[src/rtl/uart_rx_fifo_if.sv]
// -----------------------------------------------------------------------------
// uart_rx_fifo_if
// Valid/ready character stream leaving the UART receive FIFO.
//
// Parameters
//   DATA_BITS  character width
//
// Signals
//   m_data   head-of-FIFO character (don't-care while m_valid is 0)
//   m_valid  m_data holds a stored character
//   m_ready  consumer accepts m_data when m_valid && m_ready
//
// Modports
//   master  the FIFO side (drives m_data / m_valid)
//   slave   the consumer side (drives m_ready)
// -----------------------------------------------------------------------------
interface uart_rx_fifo_if #(
  parameter int DATA_BITS = 8
);
  logic [DATA_BITS-1:0] m_data;
  logic                 m_valid;
  logic                 m_ready;

  modport master (
    output m_data,
    output m_valid,
    input  m_ready
  );

  modport slave (
    input  m_data,
    input  m_valid,
    output m_ready
  );
endinterface

[src/rtl/uart_rx_fifo.sv]
// -----------------------------------------------------------------------------
// uart_rx_fifo
// Receive-side buffer placed directly after the UART receiver. Each completed
// character (signalled by a rising edge of rx_data_flag) is written into a
// circular register FIFO and presented downstream on a valid/ready stream with
// first-word fall-through. Characters arriving while the FIFO is full and not
// being drained are discarded and reported through a sticky overflow flag.
//
// Parameters
//   DATA_BITS  character width (matches the receiver)
//   DEPTH      FIFO entries, power of two, >= 2
//
// Ports
//   clk             system clock (same clock as the receiver)
//   reset_n         asynchronous active-low reset
//   rx_data         character from the receiver, stable while rx_data_flag high
//   rx_data_flag    character-complete level, high for one bit period
//   m_if            valid/ready output stream (master modport)
//   count           number of entries held
//   full / empty    decoded from count
//   overflow        sticky: a character was dropped
//   overflow_clear  clears overflow (a same-cycle drop wins)
//   drop_count      saturating dropped-character counter (optional)
//
// Optional feature
//   UART_RX_FIFO_DROP_CNT_EN  when defined, adds the drop_count[7:0] port and
//                             its saturating counter.
// -----------------------------------------------------------------------------
module uart_rx_fifo #(
  parameter int DATA_BITS = 8,
  parameter int DEPTH     = 16
) (
  input  logic                         clk,
  input  logic                         reset_n,
  input  logic [DATA_BITS-1:0]         rx_data,
  input  logic                         rx_data_flag,
  uart_rx_fifo_if.master               m_if,
  output logic [$clog2(DEPTH+1)-1:0]   count,
  output logic                         full,
  output logic                         empty,
  output logic                         overflow,
  input  logic                         overflow_clear
`ifdef UART_RX_FIFO_DROP_CNT_EN
  ,
  output logic [7:0]                   drop_count
`endif
);

  localparam int PTR_W = $clog2(DEPTH);
  localparam int CNT_W = $clog2(DEPTH+1);

`ifdef UART_RX_FIFO_DROP_CNT_EN
  // Saturating increment for the 8-bit drop counter.
  function automatic logic [7:0] sat_inc8(input logic [7:0] v);
    return (v == 8'hFF) ? v : v + 8'd1;
  endfunction
`endif

  logic                 flag_q;
  logic                 push;
  logic                 pop;
  logic                 accept;
  logic                 drop;

  logic [DATA_BITS-1:0] mem [DEPTH];
  logic [PTR_W-1:0]     wr_ptr;
  logic [PTR_W-1:0]     rd_ptr;

  // ---- Stage: flag edge detection and transfer decisions --------------------
  // flag_q resets high so a flag already asserted when reset releases
  // (mid-character) is not mistaken for a new character.
  always_ff @(posedge clk or negedge reset_n) begin
    if (!reset_n) begin
      flag_q <= 1'b1;
    end else begin
      flag_q <= rx_data_flag;
    end
  end

  assign push   = rx_data_flag && !flag_q;
  assign pop    = m_if.m_valid && m_if.m_ready;
  // A pop in the same cycle frees a slot, so a full FIFO still accepts.
  assign accept = push && (!full || pop);
  assign drop   = push && full && !pop;

  // ---- Stage: storage and occupancy -----------------------------------------
  // Storage carries data only, so it needs no reset.
  always_ff @(posedge clk) begin
    if (accept) begin
      mem[wr_ptr] <= rx_data;
    end
  end

  always_ff @(posedge clk or negedge reset_n) begin
    if (!reset_n) begin
      wr_ptr <= '0;
      rd_ptr <= '0;
      count  <= '0;
    end else begin
      // Pointers are exactly log2(DEPTH) bits, so they wrap on their own.
      if (accept) begin
        wr_ptr <= wr_ptr + PTR_W'(1);
      end
      if (pop) begin
        rd_ptr <= rd_ptr + PTR_W'(1);
      end
      if (accept && !pop) begin
        count <= count + CNT_W'(1);
      end else if (pop && !accept) begin
        count <= count - CNT_W'(1);
      end
    end
  end

  // ---- Stage: loss reporting ------------------------------------------------
  // Set has priority over clear so a drop in the clearing cycle is not lost.
  always_ff @(posedge clk or negedge reset_n) begin
    if (!reset_n) begin
      overflow <= 1'b0;
    end else if (drop) begin
      overflow <= 1'b1;
    end else if (overflow_clear) begin
      overflow <= 1'b0;
    end
  end

`ifdef UART_RX_FIFO_DROP_CNT_EN
  // Clear restarts counting; a drop in the clearing cycle counts as the first.
  always_ff @(posedge clk or negedge reset_n) begin
    if (!reset_n) begin
      drop_count <= 8'd0;
    end else if (overflow_clear) begin
      drop_count <= drop ? 8'd1 : 8'd0;
    end else if (drop) begin
      drop_count <= sat_inc8(drop_count);
    end
  end
`endif

  // ---- Stage: output decode (first-word fall-through) -----------------------
  assign empty        = (count == '0);
  assign full         = (count == CNT_W'(DEPTH));
  assign m_if.m_valid = !empty;
  assign m_if.m_data  = mem[rd_ptr];

endmodule
[src/flat_wrapper.sv]
// flat-port wrapper written by rule: the top's interface ports become plain ports
module uart_rx_fifo_flat 
#(
  parameter int DATA_BITS = 8,
  parameter int DEPTH     = 16
)
  (clk, reset_n, rx_data, rx_data_flag, count, full, empty, overflow, overflow_clear, m_if_m_data, m_if_m_valid, m_if_m_ready);
  uart_rx_fifo_if #(.DATA_BITS(DATA_BITS)) m_if_i ();
  input  logic clk;
  input  logic reset_n;
  input  logic [DATA_BITS-1:0] rx_data;
  input  logic rx_data_flag;
  output logic [$clog2(DEPTH+1)-1:0] count;
  output logic full;
  output logic empty;
  output logic overflow;
  input  logic overflow_clear;
  output wire logic [$bits(m_if_i.m_data)-1:0] m_if_m_data;
  output wire logic [$bits(m_if_i.m_valid)-1:0] m_if_m_valid;
  input wire logic [$bits(m_if_i.m_ready)-1:0] m_if_m_ready;
  assign m_if_m_data = m_if_i.m_data;
  assign m_if_m_valid = m_if_i.m_valid;
  assign m_if_i.m_ready = m_if_m_ready;
  uart_rx_fifo #(.DATA_BITS(DATA_BITS), .DEPTH(DEPTH)) u_core (.clk(clk), .reset_n(reset_n), .rx_data(rx_data), .rx_data_flag(rx_data_flag), .m_if(m_if_i), .count(count), .full(full), .empty(empty), .overflow(overflow), .overflow_clear(overflow_clear));
endmodule
[config.mk]
export PLATFORM = sky130hd
export DESIGN_NAME = uart_rx_fifo_flat
export DESIGN_NICKNAME = d
export VERILOG_FILES = /design/src/rtl/uart_rx_fifo_if.sv /design/src/rtl/uart_rx_fifo.sv /design/src/flat_wrapper.sv
export SDC_FILE = /design/constraint.sdc
export NUM_CORES = 1
export LEC_CHECK = 0
export ABC_CLOCK_PERIOD_IN_PS = 2650
export CELL_PAD_IN_SITES_DETAIL_PLACEMENT = 0
export CELL_PAD_IN_SITES_GLOBAL_PLACEMENT = 2
export CORE_MARGIN = 2
export CORE_UTILIZATION = 43
export CTS_BUF_LIST = sky130_fd_sc_hd__clkbuf_4 sky130_fd_sc_hd__clkbuf_8
export CTS_CLUSTER_DIAMETER = 60
export DETAILED_ROUTE_END_ITERATION = 7
export GPL_ROUTABILITY_DRIVEN = 0
export PLACE_DENSITY_LB_ADDON = 0.2
export SETUP_SLACK_MARGIN = 0.15
export SLEW_MARGIN = 0
export SYNTH_ARGS = -nofsm -noshare
export SYNTH_HDL_FRONTEND = slang
export SYNTH_SLANG_ARGS = --single-unit
[constraint.sdc]
create_clock -name clk -period 2.65 [get_ports clk]
set_input_delay 0.265 -clock clk [delete_from_list [all_inputs] [get_ports clk]]
set_output_delay 0.265 -clock clk [all_outputs]
set_load 0.02 [all_outputs]
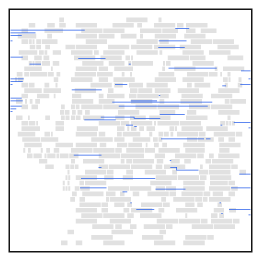
Fig. 1. Metal 3.
Scale: 2 px per µm. Cells faint in the background.
nets with wire on the layer = 40
longest straight run = 49.7 µm
Total Wirelength: 12,000 µm
vias: 3,091
grt met3 use: 3.63%

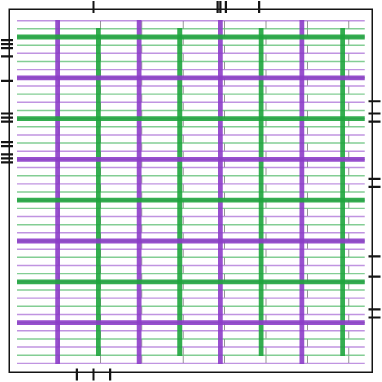
Fig. 2. Floorplan with the power grid.
Scale: 3 px per µm. Pins as bars on the die edge. Tap cells in grey.
purple -> VSS
green -> VDD
met4 straps = 8
tap cells = 176
signal pins = 30
rows = 42
die width: 121 µm
core area: 0.0132 mm²

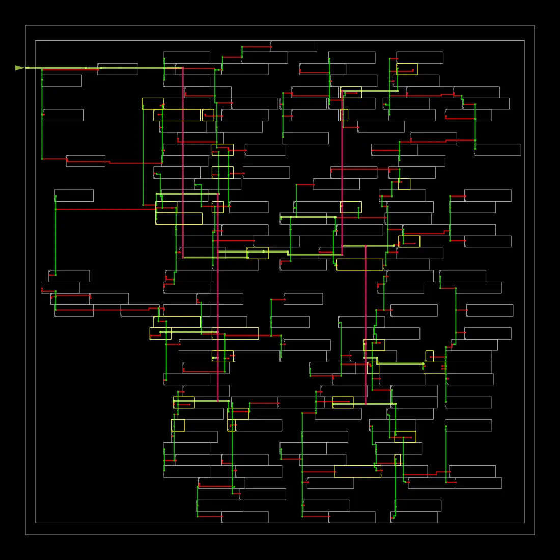
Fig. 3. Clock routing.
CTS Buf Count: 17
Latency at later pin: 430 ps
P_clk: 2.01 mW
clkbuf count: 20
Flops: 143

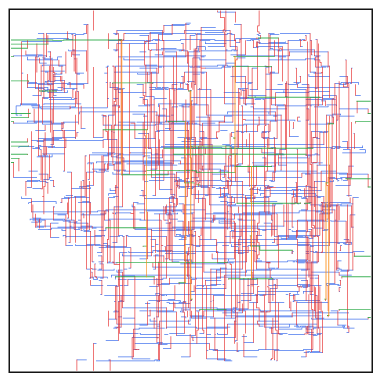
Fig. 4. Metal layers overlaid.
Scale: 3 px per µm.
blue -> met1  # wire length 4,980 µm
green -> met3  # wire length 535 µm
orange -> met4  # wire length 396 µm
red -> met2  # wire length 6,110 µm
wire per inst: 20.4 µm
GRT Overall Usage: 17.9%

==> impl_metrics.csv <==
group,metric,value,unit
placed_design,portBuffers,29,
critical_path,cp_slowest_cell,"or3_4",
finish,largest_cell_class,"flip-flops and latches",
critical_path,cp.arrival,2870,ps
critical_path,cpPeakStageDelay,420,ps
critical_path,cpLargestDelayFamily,"AND-OR/OR-AND gates",
die,initial_utilization,44.1,%
finish,num-fill-cells,1095,
synth,top_cells_by_area,"edfxtp_1, mux4_2, dfrtp_1, mux2i_1, a221oi_1",
die,rows,42,
clocking,clockBufferDepth,2,
final_timing,min_period_over_period,94.9,%
finish,seq_area,0.00423,mm²
power,p_seq_share,35.0,%
critical_path,path_cells,"or3_4, o31a_4, inv_2, ha_4, inv_4, fa_2, a21o_1, a21oi_2, mux2i_1, xnor2_1",
job,maxCapViolCount,0,
clocking,ctsHoldBuffers,0,
critical_path,path_class,"flip-flop to flip-flop",
final_timing,setup_violations,0,
job,warnings,31,
finish,n_all_buffers,68,
hold_path,hp-class,"primary input to async pin",
synth,syn_avg_cell_area,17.8,µm²
placed_design,dp.cells,544,
power,p_leak,2.61,nW
synth,xor_area_share,1.50,%
global_routing,grt_max_degree,18,
final_timing,fin_skew,9.76,ps
finish,area_growth,24.3,%
power,ir_drop,0.000545,V
synth,synthArstFlopShare,10.5,%
synth,synthMostInstantiatedCell,"edfxtp_1",
critical_path,ff2ff_setup_slack,140,ps
synth,synthCells,328,
clocking,cts_sinks,143,
finish,lay_top_cells,"edfxtp_1, mux2i_1, buf_4",
final_timing,tightestPinTransition,783,ps
final_timing,slew_viol_final,0,
finish,drive_gt1_share,31.3,%
finish,clk_share,6.50,%
synth,ys_sh_simple,4.26,%
die,io_pins,30,
drt,drtAntennaViolNets,0,
final_timing,fin_crit,2510,ps
power,p_comb,3.19,mW
finish,top_register,"u_core.mem",
clocking,h-tree-depth,4,
clocking,cts_tree,"built",
finish,largest_register_ffs,128,
power,power_leader,"combinational logic",
synth,top_logic_kind,"multiplexers",
final_timing,slew_headroom,47.6,%
die,die_area,0.0145,mm²
finish,buffer_area_share,9.24,%
global_routing,grt_pass1_vias,3208,
finish,nets,422,
outcome,status,"complete, no violations",
finish,layout.area.comb,0.00162,mm²
power,pwr-share-clk,25.1,%
power,combPwrFrac,39.8,%
critical_path,reg2reg_to,"u_core.count[4]",
final_timing,max_freq,398,MHz
power,power_density,1100,mW/mm²
finish,logic_gates,157,
synth,synth-edff-count,128,
synth,syn_area,0.00584,mm²
drt,viasPerCell,5.26,
finish,sh_seq_area,58.2,%
critical_path,crit_buf_inv,2,
clocking,clkTransAtPathRegs,70,ps
finish,final_common_cell,"edfxtp_1",
synth,ys_types,37,
die,num_tap_cells,176,
power,p_switching,2.54,mW
synth,ys_cells,328,
synth,ys_ff,143,
synth,synth_top_area_share,65.8,%
power,switching_share,31.6,%
synth,ys_chip_area,0.00584,mm²
global_routing,grt_overflow_total,0,
clocking,cts-root-buf,"clkbuf_8",
critical_path,crit_path_end_kind,"flip-flop",
global_routing,grt_pass1_wl,18600,µm
synth,synth-adder-area-share,2.27,%
synth,yosysTopAreaCell,"edfxtp_1",
critical_path,start_kind,"flip-flop",
final_timing,final.setup.tns,0,ps
synth,yosysWarnings,0,
critical_path,cp-startpoint,"u_core.count[2]",
synth,fp_nets,351,
drt,firstDrtPassIters,4,
critical_path,critPathCapture,"u_core.count[4]",
critical_path,crit_fanout,5,
finish,sh_comb_area,22.3,%
drt,drc,0,
finish,stdcell_count,588,
synth,common_cells,"edfxtp_1, mux2i_1, a221oi_1, mux4_2, dfrtp_1",
final_timing,timing_hold_violations_final,0,
synth,postSynthSeqShare,72.3,%
synth,ys.flop_type,"edfxtp_1",
synth,synthAoiAreaFrac,5.32,%
critical_path,crit_cells,10,
placed_design,place_hpwl,7370,µm
critical_path,r2r_start,"u_core.count[2]",
power,pg_seq,2.81,mW
finish,reg_top3,"u_core.mem: 128 flops, u_core.count: 5 flops",
finish,n_all_inverters,12,
critical_path,cp.required,3000,ps
critical_path,reg2reg_depth,10,
global_routing,antenna_found_initial,0,
final_timing,rsz0062_at_grt,"true",
finish,insertedDiodeCount,0,
synth,synthMuxAreaShare,12.2,%
power,p_int,5.48,mW
drt,drtIter0Drc,251,
## through the flow
step	power (mW)	hold WS [ps]	setup WS (ps)	area, µm²	util (%)
2_1_floorplan	4.57	-30.6	161	5880	-
3_3_place_gp	5.68	485	143	6540	49.4
3_5_place_dp	5.69	493	138	6540	49.4
4_1_cts	7.89	262	30.4	7150	54.0
5_1_grt	8.44	282	6.24	7260	54.8
6_report	8.01	284	135	7260	54.8
## repair_timing
| item | 4_1_cts | 5_1_grt |
|---|---|---|
| gates resized | 31 | 22 |
| cloned | 2 | 2 |
| pin swaps | 4 | 9 |
| endpoints found under the setup margin | 11 | 9 |
| setup buffers | 5 | 3 |
## metal layers
layer	up-vias	routed length (µm)	global-route usage, %
met5	-	0	0
met4	0	395	8.79
met3	22	534	3.63
met2	80	6110	29.0
met1	1556	4980	23.1
li1	1433	-	-
Power figures rest on the tool's default switching activity, not on a simulated workload.
